## src/rtl/apb_master_pkg.sv

```systemverilog
// Shared types and defaults for the APB3 master controller.
// Optional watchdog is enabled with APB_TIMEOUT_EN.
package apb_master_pkg;

  localparam int DEF_ADDR_W  = 8;
  localparam int DEF_DATA_W  = 8;
  localparam int DEF_DEPTH   = 4;
  localparam int DEF_TIMEOUT = 16;

  typedef enum logic [1:0] {
    IDLE,
    SETUP,
    ACCESS
  } state_t;

  typedef struct packed {
    logic                  write;
    logic [DEF_ADDR_W-1:0] addr;
    logic [DEF_DATA_W-1:0] wdata;
  } cmd_t;

  function automatic int cmd_w(input int aw, input int dw);
    return 1 + aw + dw;
  endfunction

  function automatic cmd_t pack_cmd(
    input logic                  write,
    input logic [DEF_ADDR_W-1:0] addr,
    input logic [DEF_DATA_W-1:0] wdata
  );
    cmd_t c;
    c.write = write;
    c.addr  = addr;
    c.wdata = wdata;
    return c;
  endfunction

endpackage

```

## src/rtl/apb_master_ctrl_if.sv

```systemverilog
// Command/response port and APB bus bundle for apb_master_ctrl.
// master = controller view, slave = host plus APB target view.
interface apb_master_ctrl_if #(
  parameter int ADDR_W = 8,
  parameter int DATA_W = 8
);
  logic              cmd_valid;
  logic              cmd_ready;
  logic              cmd_write;
  logic [ADDR_W-1:0] cmd_addr;
  logic [DATA_W-1:0] cmd_wdata;

  logic              rsp_valid;
  logic              rsp_write;
  logic [DATA_W-1:0] rsp_rdata;
  logic              rsp_err;
  logic              rsp_timeout;
  logic              busy;

  logic              psel;
  logic              penable;
  logic              pwrite;
  logic [ADDR_W-1:0] paddr;
  logic [DATA_W-1:0] pwdata;
  logic              pready;
  logic              pslverr;
  logic [DATA_W-1:0] prdata;

  modport master (
    input  cmd_valid, cmd_write, cmd_addr, cmd_wdata,
    output cmd_ready,
    output rsp_valid, rsp_write, rsp_rdata,
    output rsp_err, rsp_timeout, busy,
    output psel, penable, pwrite, paddr, pwdata,
    input  pready, pslverr, prdata
  );

  modport slave (
    output cmd_valid, cmd_write, cmd_addr, cmd_wdata,
    input  cmd_ready,
    input  rsp_valid, rsp_write, rsp_rdata,
    input  rsp_err, rsp_timeout, busy,
    input  psel, penable, pwrite, paddr, pwdata,
    output pready, pslverr, prdata
  );
endinterface

```

## src/rtl/apb_cmd_fifo.sv

```systemverilog
// Synchronous command FIFO, DEPTH a power of two.
// Wrap bit on each pointer separates full from empty.
module apb_cmd_fifo #(
  parameter int WIDTH = 17,
  parameter int DEPTH = 4
) (
  input  logic             clk,
  input  logic             rst,
  input  logic             push,
  input  logic             pop,
  input  logic [WIDTH-1:0] din,
  output logic [WIDTH-1:0] dout,
  output logic             full,
  output logic             empty
);
  localparam int PW = $clog2(DEPTH);

  logic [WIDTH-1:0] mem [DEPTH];
  logic [PW:0]      wr_ptr;
  logic [PW:0]      rd_ptr;
  logic             do_push;
  logic             do_pop;

  assign full = (wr_ptr[PW] != rd_ptr[PW]) &&
                (wr_ptr[PW-1:0] == rd_ptr[PW-1:0]);
  assign empty   = (wr_ptr == rd_ptr);
  assign do_push = push && !full;
  assign do_pop  = pop && !empty;
  assign dout    = mem[rd_ptr[PW-1:0]];

  // pointer update; reset flushes contents
  always_ff @(posedge clk) begin
    if (rst) begin
      wr_ptr <= '0;
      rd_ptr <= '0;
    end else begin
      if (do_push) wr_ptr <= wr_ptr + (PW+1)'(1);
      if (do_pop)  rd_ptr <= rd_ptr + (PW+1)'(1);
    end
  end

  // storage array, contents irrelevant while empty
  always_ff @(posedge clk) begin
    if (do_push) mem[wr_ptr[PW-1:0]] <= din;
  end
endmodule

```

## src/rtl/apb_master_ctrl.sv

```systemverilog
// APB3 master: command FIFO feeding a SETUP/ACCESS FSM.
// Define APB_TIMEOUT_EN to add the ACCESS watchdog.
module apb_master_ctrl
  import apb_master_pkg::*;
#(
  parameter int ADDR_W         = DEF_ADDR_W,
  parameter int DATA_W         = DEF_DATA_W,
  parameter int DEPTH          = DEF_DEPTH,
  parameter int TIMEOUT_CYCLES = DEF_TIMEOUT
) (
  input logic               pclk,
  input logic               preset,
  apb_master_ctrl_if.master bus
);
  localparam int CW = cmd_w(ADDR_W, DATA_W);

  state_t          state;
  state_t          state_d;
  logic            full;
  logic            empty;
  logic            push;
  logic            pop;
  logic            done;
  logic            to_hit;
  logic [CW-1:0]   head;

  assign push          = bus.cmd_valid && !full;
  assign bus.cmd_ready = !full;
  assign bus.busy      = (state != IDLE) || !empty;

  apb_cmd_fifo #(
    .WIDTH (CW),
    .DEPTH (DEPTH)
  ) u_fifo (
    .clk   (pclk),
    .rst   (preset),
    .push  (push),
    .pop   (pop),
    .din   ({bus.cmd_write, bus.cmd_addr, bus.cmd_wdata}),
    .dout  (head),
    .full  (full),
    .empty (empty)
  );

`ifdef APB_TIMEOUT_EN
  localparam int TW = $clog2(TIMEOUT_CYCLES + 1);
  logic [TW-1:0] acc_cnt;

  // stalled ACCESS cycles; held at zero outside ACCESS
  always_ff @(posedge pclk) begin
    if (preset || state != ACCESS) acc_cnt <= '0;
    else if (!bus.pready)          acc_cnt <= acc_cnt + TW'(1);
  end

  assign to_hit = (state == ACCESS) && !bus.pready &&
                  (acc_cnt == TW'(TIMEOUT_CYCLES - 1));
`else
  assign to_hit = 1'b0;
`endif

  // state register
  always_ff @(posedge pclk) begin
    if (preset) state <= IDLE;
    else        state <= state_d;
  end

  // next state, FIFO pop and completion strobe
  always_comb begin
    state_d = state;
    pop     = 1'b0;
    done    = 1'b0;
    unique case (state)
      IDLE: begin
        if (!empty) begin
          state_d = SETUP;
          pop     = 1'b1;
        end
      end
      SETUP: state_d = ACCESS;
      ACCESS: begin
        if (bus.pready || to_hit) begin
          done = 1'b1;
          if (!empty) begin
            state_d = SETUP;
            pop     = 1'b1;
          end else begin
            state_d = IDLE;
          end
        end
      end
      default: state_d = IDLE;
    endcase
  end

  // APB outputs, address/data held until next load
  always_ff @(posedge pclk) begin
    if (preset) begin
      bus.psel    <= 1'b0;
      bus.penable <= 1'b0;
      bus.pwrite  <= 1'b0;
      bus.paddr   <= '0;
      bus.pwdata  <= '0;
    end else begin
      bus.psel    <= (state_d != IDLE);
      bus.penable <= (state_d == ACCESS);
      if (pop) begin
        bus.pwrite <= head[CW-1];
        bus.paddr  <= head[DATA_W +: ADDR_W];
        bus.pwdata <= head[DATA_W-1:0];
      end
    end
  end

  // response capture; fields hold between pulses
  always_ff @(posedge pclk) begin
    if (preset) begin
      bus.rsp_valid   <= 1'b0;
      bus.rsp_write   <= 1'b0;
      bus.rsp_rdata   <= '0;
      bus.rsp_err     <= 1'b0;
      bus.rsp_timeout <= 1'b0;
    end else begin
      bus.rsp_valid <= done;
      if (done) begin
        bus.rsp_write   <= bus.pwrite;
        bus.rsp_err     <= bus.pready ? bus.pslverr : 1'b1;
        bus.rsp_timeout <= to_hit;
        bus.rsp_rdata   <= (bus.pready && !bus.pwrite) ?
                           bus.prdata : '0;
      end
    end
  end
endmodule

```

## src/flat_wrapper.sv

```systemverilog
// flat-port wrapper written by rule: the top's interface ports become plain ports
module apb_master_ctrl_flat import apb_master_pkg::*;
#(
  parameter int ADDR_W         = DEF_ADDR_W,
  parameter int DATA_W         = DEF_DATA_W,
  parameter int DEPTH          = DEF_DEPTH,
  parameter int TIMEOUT_CYCLES = DEF_TIMEOUT
)
  (pclk, preset, bus_cmd_valid, bus_cmd_write, bus_cmd_addr, bus_cmd_wdata, bus_cmd_ready, bus_rsp_valid, bus_rsp_write, bus_rsp_rdata, bus_rsp_err, bus_rsp_timeout, bus_busy, bus_psel, bus_penable, bus_pwrite, bus_paddr, bus_pwdata, bus_pready, bus_pslverr, bus_prdata);
  apb_master_ctrl_if #(.ADDR_W(ADDR_W), .DATA_W(DATA_W)) bus_i ();
  input logic pclk;
  input logic preset;
  input wire logic [$bits(bus_i.cmd_valid)-1:0] bus_cmd_valid;
  input wire logic [$bits(bus_i.cmd_write)-1:0] bus_cmd_write;
  input wire logic [$bits(bus_i.cmd_addr)-1:0] bus_cmd_addr;
  input wire logic [$bits(bus_i.cmd_wdata)-1:0] bus_cmd_wdata;
  output wire logic [$bits(bus_i.cmd_ready)-1:0] bus_cmd_ready;
  output wire logic [$bits(bus_i.rsp_valid)-1:0] bus_rsp_valid;
  output wire logic [$bits(bus_i.rsp_write)-1:0] bus_rsp_write;
  output wire logic [$bits(bus_i.rsp_rdata)-1:0] bus_rsp_rdata;
  output wire logic [$bits(bus_i.rsp_err)-1:0] bus_rsp_err;
  output wire logic [$bits(bus_i.rsp_timeout)-1:0] bus_rsp_timeout;
  output wire logic [$bits(bus_i.busy)-1:0] bus_busy;
  output wire logic [$bits(bus_i.psel)-1:0] bus_psel;
  output wire logic [$bits(bus_i.penable)-1:0] bus_penable;
  output wire logic [$bits(bus_i.pwrite)-1:0] bus_pwrite;
  output wire logic [$bits(bus_i.paddr)-1:0] bus_paddr;
  output wire logic [$bits(bus_i.pwdata)-1:0] bus_pwdata;
  input wire logic [$bits(bus_i.pready)-1:0] bus_pready;
  input wire logic [$bits(bus_i.pslverr)-1:0] bus_pslverr;
  input wire logic [$bits(bus_i.prdata)-1:0] bus_prdata;
  assign bus_i.cmd_valid = bus_cmd_valid;
  assign bus_i.cmd_write = bus_cmd_write;
  assign bus_i.cmd_addr = bus_cmd_addr;
  assign bus_i.cmd_wdata = bus_cmd_wdata;
  assign bus_cmd_ready = bus_i.cmd_ready;
  assign bus_rsp_valid = bus_i.rsp_valid;
  assign bus_rsp_write = bus_i.rsp_write;
  assign bus_rsp_rdata = bus_i.rsp_rdata;
  assign bus_rsp_err = bus_i.rsp_err;
  assign bus_rsp_timeout = bus_i.rsp_timeout;
  assign bus_busy = bus_i.busy;
  assign bus_psel = bus_i.psel;
  assign bus_penable = bus_i.penable;
  assign bus_pwrite = bus_i.pwrite;
  assign bus_paddr = bus_i.paddr;
  assign bus_pwdata = bus_i.pwdata;
  assign bus_i.pready = bus_pready;
  assign bus_i.pslverr = bus_pslverr;
  assign bus_i.prdata = bus_prdata;
  apb_master_ctrl #(.ADDR_W(ADDR_W), .DATA_W(DATA_W), .DEPTH(DEPTH), .TIMEOUT_CYCLES(TIMEOUT_CYCLES)) u_core (.pclk(pclk), .preset(preset), .bus(bus_i));
endmodule
```

## config.mk

```make
export PLATFORM = sky130hd
export DESIGN_NAME = apb_master_ctrl_flat
export DESIGN_NICKNAME = d
export VERILOG_FILES = /design/src/rtl/apb_master_pkg.sv /design/src/rtl/apb_master_ctrl_if.sv /design/src/rtl/apb_cmd_fifo.sv /design/src/rtl/apb_master_ctrl.sv /design/src/flat_wrapper.sv
export SDC_FILE = /design/constraint.sdc
export NUM_CORES = 1
export LEC_CHECK = 0
export CORE_MARGIN = 5
export CORE_UTILIZATION = 51
export CTS_BUF_LIST = sky130_fd_sc_hd__clkbuf_8
export CTS_CLUSTER_DIAMETER = 80
export DETAILED_ROUTE_END_ITERATION = 8
export PLACE_DENSITY = 0.76
export SETUP_SLACK_MARGIN = 0.4
export SLEW_MARGIN = 15
export SYNTH_ARGS = -nofsm -noshare
export SYNTH_HDL_FRONTEND = slang
export SYNTH_HIERARCHICAL = 1
export SYNTH_SLANG_ARGS = --single-unit
```

## constraint.sdc

```tcl
create_clock -name pclk -period 2.4 [get_ports pclk]
set_input_delay 0.6 -clock pclk [delete_from_list [all_inputs] [get_ports pclk]]
set_output_delay 0.6 -clock pclk [all_outputs]
set_load 0.02 [all_outputs]
```

Fig. 1: clock routing
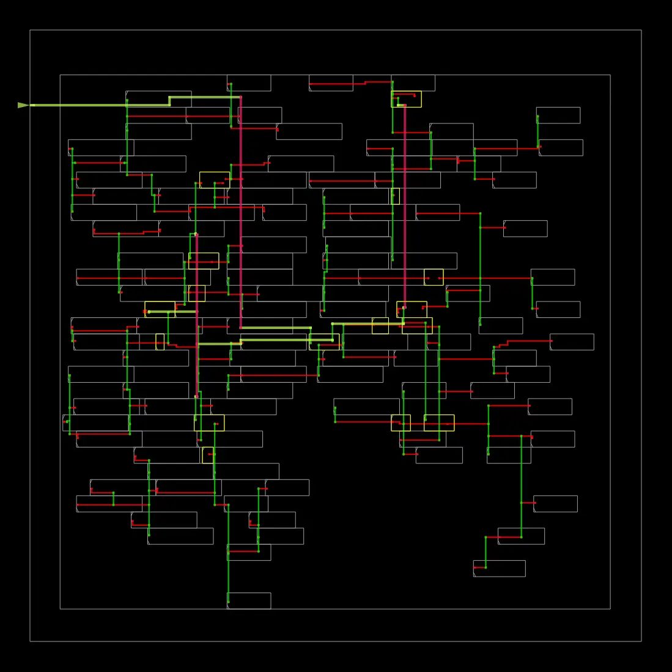
clk_skew: 0.00958 ns
Clk. pwr: 956 uW

Fig. 2: port wiring
The bar under the picture is 20 um long.
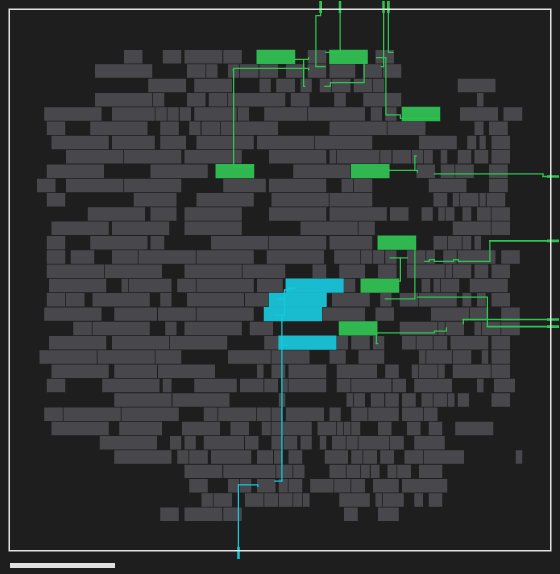
color	port	bits	direction	edge	end cells	buffers	wire
cyan	bus_cmd_write	1	input	bottom	4	1	60.6 um
green	bus_pwdata	8	output	4 top, 4 right	8	8	273 um

==> out/qor.txt <==
Util after Layout: 66.3%
Row count: 33
Initial antenna violation count: 0
Cell Count, Final, Fillers Out: 484
Worst Path Arrival: 1.37 ns
AO/OA Area Share: 4.25%
Min-Delay Path Class: reg2reg
Seq area share: 51.9%
Status: finished, final reports clean
R2R cell count: 8
Startpoint Class: flop
Final Slew Violations: 0
MI comb cells: 166
Setup Buffers After CTS: 2
WP depth: 5
Non-clock buffer total of the final layout: 83
Crit-path slowest cell: dfxtp_4
Minimum clock period: 1.97 ns
Worst setup EP type: primary output
Flop count: 108
Layout area overhead: 25.4%
GRT met3 Usage: 3.38%
Fig. 3: layout detail
The bar under the picture is 10 um long. Window x 36 to 66, y 36 to 66 um. Cells in gray, sequential cells in the stronger gray; small squares are vias.
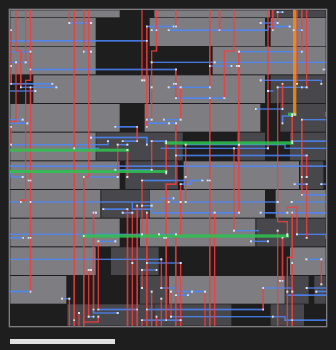
color	layer
orange	M4
red	M2
green	M3
blue	M1
sequential cells in the window	18
netlist names of flops here include	u_core/u_fifo/mem (17)
most frequent	edfxtp_1 (17), mux4_2 (4), clkbuf_8 (3)
cells with their middle in the window	33

Fig. 4: metal layers overlaid
Two of the layers only.
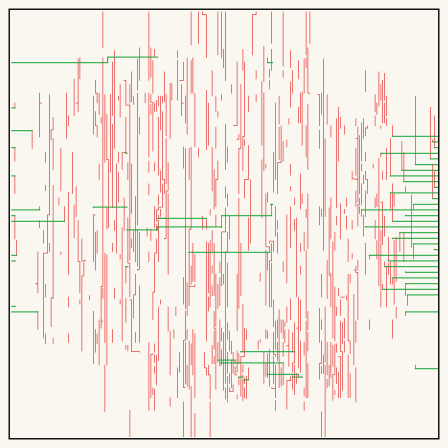
color	layer	wire length
red	M2	4110 um
green	M3	452 um

worst register-to-register path, delay by kind of cell, from the launching register on:
kind / cells / cell delay [ns]
AOI/OAI and AO/OA: 2 / 0.31
xor gates and xnor gates: 1 / 0.15
buffers and inverters: 1 / 0.14
DFF: 1 / 0.38
and+or+nand+nor: 4 / 0.79
sequential cells by signal, indices dropped and copies added, names as in the netlist, named ones only:
name	flops
u_core/bus.paddr	8
u_core/bus.penable	1
u_core/bus.psel	1
u_core/bus.pwdata	8
u_core/bus.pwrite	1
u_core/bus.rsp_err	1
u_core/bus.rsp_rdata	8
u_core/bus.rsp_valid	1
u_core/bus.rsp_write	1
u_core/state	2
u_core/u_fifo/mem	68
u_core/u_fifo/rd_ptr	3
u_core/u_fifo/wr_ptr	3
Power figures rest on the tool's default switching activity, not on a simulated workload.
